Design ov7670_sccb_config_flat, sky130hd; sources not shown.
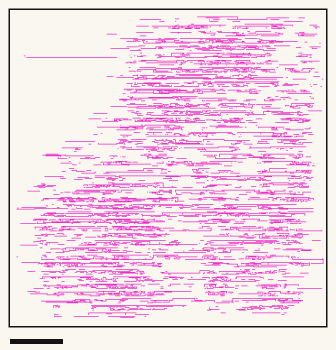
Figure 1: run 1, M1 wires.
The bar under the picture is 20 um long.
The wires run mostly horizontal. The layer holds 46% of the routed length. 933 nets have wire on it. The longest straight run is 34.0 um. The layer carries 7,730 um of wire.
DR vias: 6,524
met1 usage: 0.3545
final wirelength: 16,890 um

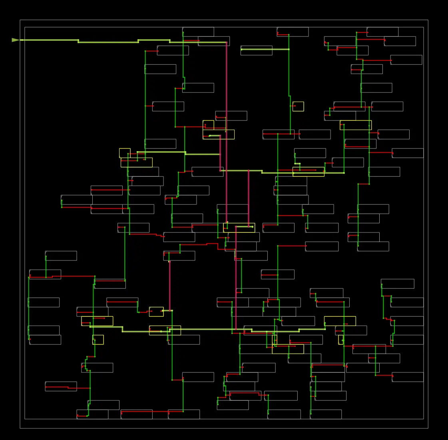
Figure 2: run 1, clock routing.
count of flip-flops and latches: 108
power dissipated in the clock network: 356 uW
Clock buffer cells: 11

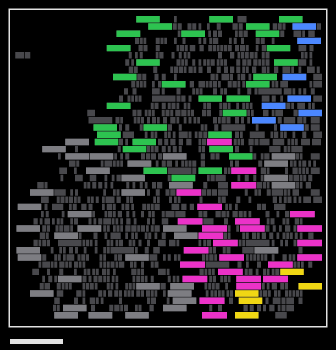
Figure 3: run 1, sequential cells grouped by signal name.
The bar under the picture is 20 um long.
Key: u_core.slot_q = yellow [sequential cells 5, where south-east]; u_core.bus.reg_idx = blue [sequential cells 8]; u_core.gcnt_q = green [sequential cells 32]; u_core.sh_q = magenta [sequential cells 26]
register share of the cell area: 0.3712
reported sequential group power: 567 uW
Sequential cell area: 2735 um^2
utilization of the core after routing: 0.5542

==> run_summary.xml, run 1 <==
<?xml version="1.0" encoding="UTF-8"?>
<metrics>
  <group name="global_routing">
    <metric name="groute.usage.overall" unit="">0.2551</metric>
    <metric name="grt_max_degree" unit="">62</metric>
    <metric name="grt_pass1_vias" unit="">6081</metric>
  </group>
  <group name="detailed_routing">
    <metric name="post_drt_via_cell_ratio" unit="">5.543</metric>
    <metric name="drt_pass1_iterations" unit="">5</metric>
    <metric name="avgRoutedWirePerCell" unit="um">14.35</metric>
    <metric name="drcViolationCount" unit="">0</metric>
    <metric name="antenna_left" unit="">0</metric>
  </group>
  <group name="clock_network">
    <metric name="numCtsBuffers" unit="">9</metric>
    <metric name="cts_hold_buf" unit="">0</metric>
    <metric name="number_of_sinks_on_the_clock_net" unit="">108</metric>
    <metric name="cts_tree" unit="">built</metric>
    <metric name="cts.reportedPaths.clkPinSlew" unit="ps">70</metric>
    <metric name="post_cts.repair.setup_buffers" unit="">0</metric>
    <metric name="clock_latency" unit="ps">360</metric>
    <metric name="clk_tree_root_cell" unit="">sky130_fd_sc_hd__clkbuf_16</metric>
  </group>
  <group name="timing">
    <metric name="number_of_hold_slack_violations_in_the_final_timing_report" unit="">0</metric>
    <metric name="final_setup_tns" unit="ps">0</metric>
    <metric name="worst_slew_pin_slew" unit="ps">1066</metric>
    <metric name="final.setup_skew" unit="ps">8.537</metric>
    <metric name="finalCritPeriodShare" unit="">0.4782</metric>
    <metric name="timing.final.max_slew_violations" unit="">0</metric>
    <metric name="setup_viol_count_final" unit="">0</metric>
    <metric name="rsz0062_at_grt" unit="">false</metric>
    <metric name="slew_headroom" unit="">0.2886</metric>
    <metric name="finalCriticalPeriod" unit="ps">4639</metric>
  </group>
  <group name="yosys">
    <metric name="syn_area_per_cell" unit="um^2">6.882</metric>
    <metric name="synthAoiAreaFrac" unit="">0.08050</metric>
    <metric name="simple_share_synth" unit="">0.3994</metric>
    <metric name="muxShareOfSynthArea" unit="">0</metric>
    <metric name="top_non_seq_family" unit="">simple AND/OR/NAND/NOR gates</metric>
    <metric name="synth.largest_area_cell" unit="">sky130_fd_sc_hd__dfrtp_1</metric>
    <metric name="area_leaders" unit="">sky130_fd_sc_hd__dfrtp_1 30%, sky130_fd_sc_hd__nand2_1 17%, sky130_fd_sc_hd__dfstp_2 10%</metric>
    <metric name="yosysTopAreaCellShare" unit="">0.2994</metric>
    <metric name="yosysCellCount" unit="">996</metric>
    <metric name="mappedNetlistNets" unit="">1010</metric>
    <metric name="synthMostInstantiatedCell" unit="">sky130_fd_sc_hd__nand2_1</metric>
    <metric name="asyncSetResetFlopFracSynth" unit="">1.000</metric>
    <metric name="yosys_warnings" unit="">0</metric>
    <metric name="yosys_area" unit="um^2">6854</metric>
    <metric name="synthDistinctLibCells" unit="">38</metric>
    <metric name="postSynthRegisterBits" unit="">108</metric>
    <metric name="ys_sh_xor" unit="">0.02045</metric>
    <metric name="synth.cells.most_frequent" unit="">302 x sky130_fd_sc_hd__nand2_1, 119 x sky130_fd_sc_hd__nand3_1, 109 x sky130_fd_sc_hd__nor2_1</metric>
    <metric name="syn-cell-area" unit="um^2">6854</metric>
    <metric name="synth_top_flop_cell" unit="">sky130_fd_sc_hd__dfrtp_1</metric>
  </group>
  <group name="critical_path">
    <metric name="crit_fanout" unit="">26</metric>
    <metric name="timing.critical_path.arrival" unit="ps">3180</metric>
    <metric name="timing.critical_path.slowest_cell_delay" unit="ps">810</metric>
    <metric name="r2r_cells" unit="">6</metric>
    <metric name="critical_path_required" unit="ps">8250</metric>
    <metric name="worstSetupEndpointType" unit="">output port</metric>
    <metric name="timing.reg2reg.setup_slack" unit="ps">7130</metric>
  </group>
  <group name="place">
    <metric name="dp_cells" unit="">1161</metric>
    <metric name="gp_congestion" unit="">0.9708</metric>
    <metric name="post_place_cell_area" unit="um^2">7089</metric>
    <metric name="post-dp-hpwl" unit="um">11820</metric>
    <metric name="port-buffer-count" unit="">14</metric>
    <metric name="detailedPlace.worstSlack" unit="ps">5468</metric>
  </group>
  <group name="layout">
    <metric name="mostFrequentLayoutCell" unit="">sky130_fd_sc_hd__nand2_1</metric>
    <metric name="mostFrequentLayoutCells" unit="">302 x sky130_fd_sc_hd__nand2_1, 119 x sky130_fd_sc_hd__nand3_1, 109 x sky130_fd_sc_hd__nor2_1, 107 x sky130_fd_sc_hd__inv_1, 82 x sky130_fd_sc_hd__dfrtp_1</metric>
    <metric name="layout-area-overhead-vs-synth" unit="%">7.503</metric>
    <metric name="num-nets-final" unit="">1010</metric>
    <metric name="fraction_of_layout_cells_with_a_size_suffix_above_1" unit="">0.07393</metric>
    <metric name="antenna_diodes" unit="">0</metric>
    <metric name="postLayoutCellArea" unit="um^2">7368</metric>
  </group>
  <group name="floorplan">
    <metric name="fp.dieH" unit="um">119.1</metric>
    <metric name="dieWidth" unit="um">119.1</metric>
    <metric name="initCoreUtil" unit="">0.5155</metric>
    <metric name="core-area" unit="um^2">13300</metric>
  </group>
  <group name="power">
    <metric name="peakVddDrop" unit="uV">92.79</metric>
    <metric name="power-per-cell-area" unit="nW/um^2">191.5</metric>
    <metric name="fin_total_pwr" unit="uW">1411</metric>
  </group>
  <group name="job">
    <metric name="log.warning_count" unit="">32</metric>
  </group>
  <group name="run_status">
    <metric name="status" unit="">complete, no violations</metric>
  </group>
  <group name="hold_path">
    <metric name="min_delay_path_depth" unit="">2</metric>
    <metric name="timing.hold.worst.class" unit="">reg -&gt; reg</metric>
  </group>
</metrics>
## run 1: report_power, final
part	switching [uW]	leakage [uW]	internal [uW]	total (uW)
clock	178	0.000136	178	356
sequential	43.1	0.00140	524	567
combinational	363	0.00177	124	488
total	584	0.00331	827	1410
## run 1: layout make-up
| cell class | count | area, um^2 |
|---|---|---|
| fillers | 1277 | 5927 |
| well taps | 176 | 220.2 |
| multi-input cells | 751 | 3567 |
| clock inverters | 5 | 46.29 |
| inverters | 111 | 419.2 |
| repair buffers | 15 | 147.6 |
| clock buffers | 11 | 232.7 |
| flip-flops and latches | 108 | 2735 |
## run 1: per-layer routing
layer  vias to the layer above  part of all wire  GRT usage
met3                        30             0.058    0.04933
li1                       3218                 -          -
met4                         0             0.023    0.08228
met5                         -                 0          0
met1                      3056              0.46     0.3545
met2                       220              0.46     0.3997
==> inputs of run 2 (changes only) <==
==> constraint.sdc (replaced) <==
create_clock -name clk -period 4.7 [get_ports clk]
set_input_delay 0.705 -clock clk [delete_from_list [all_inputs] [get_ports clk]]
set_output_delay 0.705 -clock clk [all_outputs]
set_load 0.03 [all_outputs]
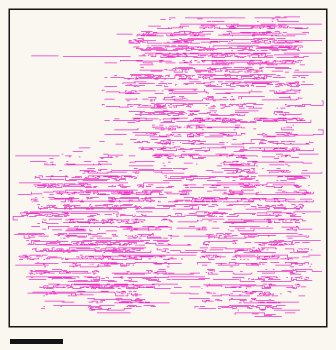
Figure 4: run 2, M1 wires.
The bar under the picture is 20 um long.
The wires run mostly horizontal. The layer holds 48% of the routed length. The layer carries 7,820 um of wire. The longest straight run is 33.1 um.
met1 usage: 0.3426
DR vias: 6,425

==> run 2 against run 1 <==
Sequential power rose by 110%. Routed wire length down 3.4%. Via count down 1.5%. Design area increased by 0.36%. Sequential share of layout area fell by 0.13 points. Synthesized area did not move. Die area unchanged. Power increased by 110%. Hold slack improved by 2.5 ps. Utilization is 0.20 points higher. Count of clock-buffer cells in the layout fell by 1. Final cell count grew 0.17%. Highest routed layer unchanged.
==> run_summary.xml, run 2 <==
<?xml version="1.0" encoding="UTF-8"?>
<metrics>
  <group name="yosys">
    <metric name="syn-cell-area" unit="um^2">6854</metric>
    <metric name="mappedNetlistNets" unit="">1010</metric>
    <metric name="synth_top_flop_cell" unit="">sky130_fd_sc_hd__dfrtp_1</metric>
    <metric name="asyncSetResetFlopFracSynth" unit="">1.000</metric>
    <metric name="yosys_warnings" unit="">0</metric>
  </group>
  <group name="layout">
    <metric name="non_clock_inverter_count" unit="">111</metric>
    <metric name="logic_area" unit="um^2">3567</metric>
    <metric name="clock_cell_area_share" unit="">0.03926</metric>
    <metric name="nFlopsAndLatches" unit="">108</metric>
    <metric name="comb_area_share" unit="">0.4824</metric>
    <metric name="non_clock_buffer_area_share" unit="">0.02200</metric>
  </group>
  <group name="detailed_routing">
    <metric name="post_drt_via_cell_ratio" unit="">5.450</metric>
    <metric name="route.met2.wl" unit="um">7293</metric>
    <metric name="top_signal_layer_used" unit="">met4</metric>
    <metric name="avgRoutedWirePerCell" unit="um">13.83</metric>
    <metric name="drt-met1-wl" unit="um">7822</metric>
    <metric name="drt_pass1_iterations" unit="">5</metric>
    <metric name="antenna_left" unit="">0</metric>
  </group>
  <group name="critical_path">
    <metric name="timing.reg2reg.setup_slack" unit="ps">2210</metric>
    <metric name="timing.critical_path.slowest_cell_delay" unit="ps">710</metric>
    <metric name="timing.critical_path.arrival" unit="ps">2610</metric>
    <metric name="critical_path_required" unit="ps">3990</metric>
  </group>
  <group name="place">
    <metric name="detailedPlace.worstSlack" unit="ps">1813</metric>
    <metric name="gp_congestion" unit="">0.9394</metric>
  </group>
  <group name="job">
    <metric name="log.warning_count" unit="">32</metric>
  </group>
  <group name="global_routing">
    <metric name="grt_max_degree" unit="">74</metric>
    <metric name="grt_busiest_layer" unit="">met2</metric>
  </group>
  <group name="clock_network">
    <metric name="post_cts.repair.setup_buffers" unit="">0</metric>
    <metric name="cts_tree" unit="">built</metric>
    <metric name="numCtsBuffers" unit="">9</metric>
    <metric name="number_of_sinks_on_the_clock_net" unit="">108</metric>
  </group>
  <group name="timing">
    <metric name="rsz0062_at_grt" unit="">false</metric>
    <metric name="timing.final.max_slew_violations" unit="">0</metric>
  </group>
  <group name="power">
    <metric name="intPower" unit="uW">1727</metric>
    <metric name="pwr-share-comb" unit="">0.339</metric>
    <metric name="portion_of_total_power_attributed_to_sequential_cells" unit="">0.400</metric>
    <metric name="power_switching_share" unit="">0.4112</metric>
  </group>
  <group name="floorplan">
    <metric name="floorplan.tapcells" unit="">176</metric>
  </group>
  <group name="run_status">
    <metric name="status" unit="">complete, no violations</metric>
  </group>
</metrics>
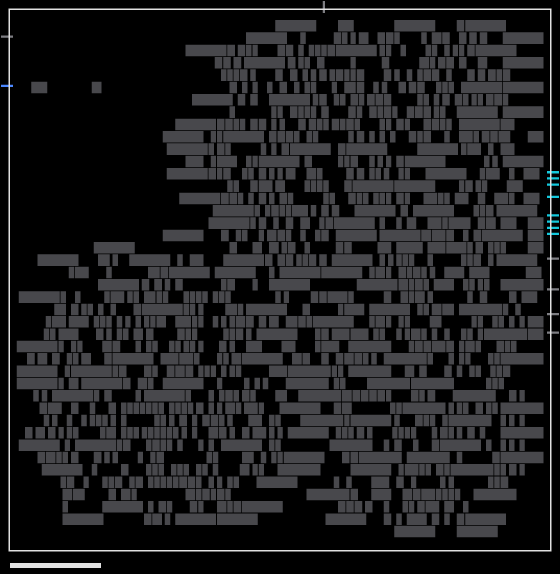
Figure 5: run 2, I/O pins on the die edge.
The bar under the picture is 20 um long. Pins as bars across the die edge, other pins in gray.
Key: bus_reg_idx = cyan [pins 8, direction output, edge east]; rst = blue [pins 1, direction input, edge west]
All pins by edge: 12 east, 2 west, 1 north.
Die Y: 119.1 um
die width: 119.1 um
port buffer count: 14

-- run 2: cell families after synthesis --
group | share of synthesized area
AND-OR/OR-AND | 0.08050
XOR/XNOR | 0.02044
flip-flops | 0.3991
buffers and inverters | 0.08050
AND/OR/NAND/NOR | 0.3994
adder cells (fa/ha/maj) | 0.02008
-- run 2: per-stage QoR --
stage	utilization	instances	instance area [um^2]	power, uW
final	0.5562	1179	7395	2932
after CTS	0.5562	1179	7395	2956
after floorplan	-	996	6854	1966
after global routing	0.5562	1179	7395	3126
after global placement	0.5344	1163	7104	2162
after detailed placement	0.5344	1163	7104	2179
Power is estimated from default activity; no workload was simulated.
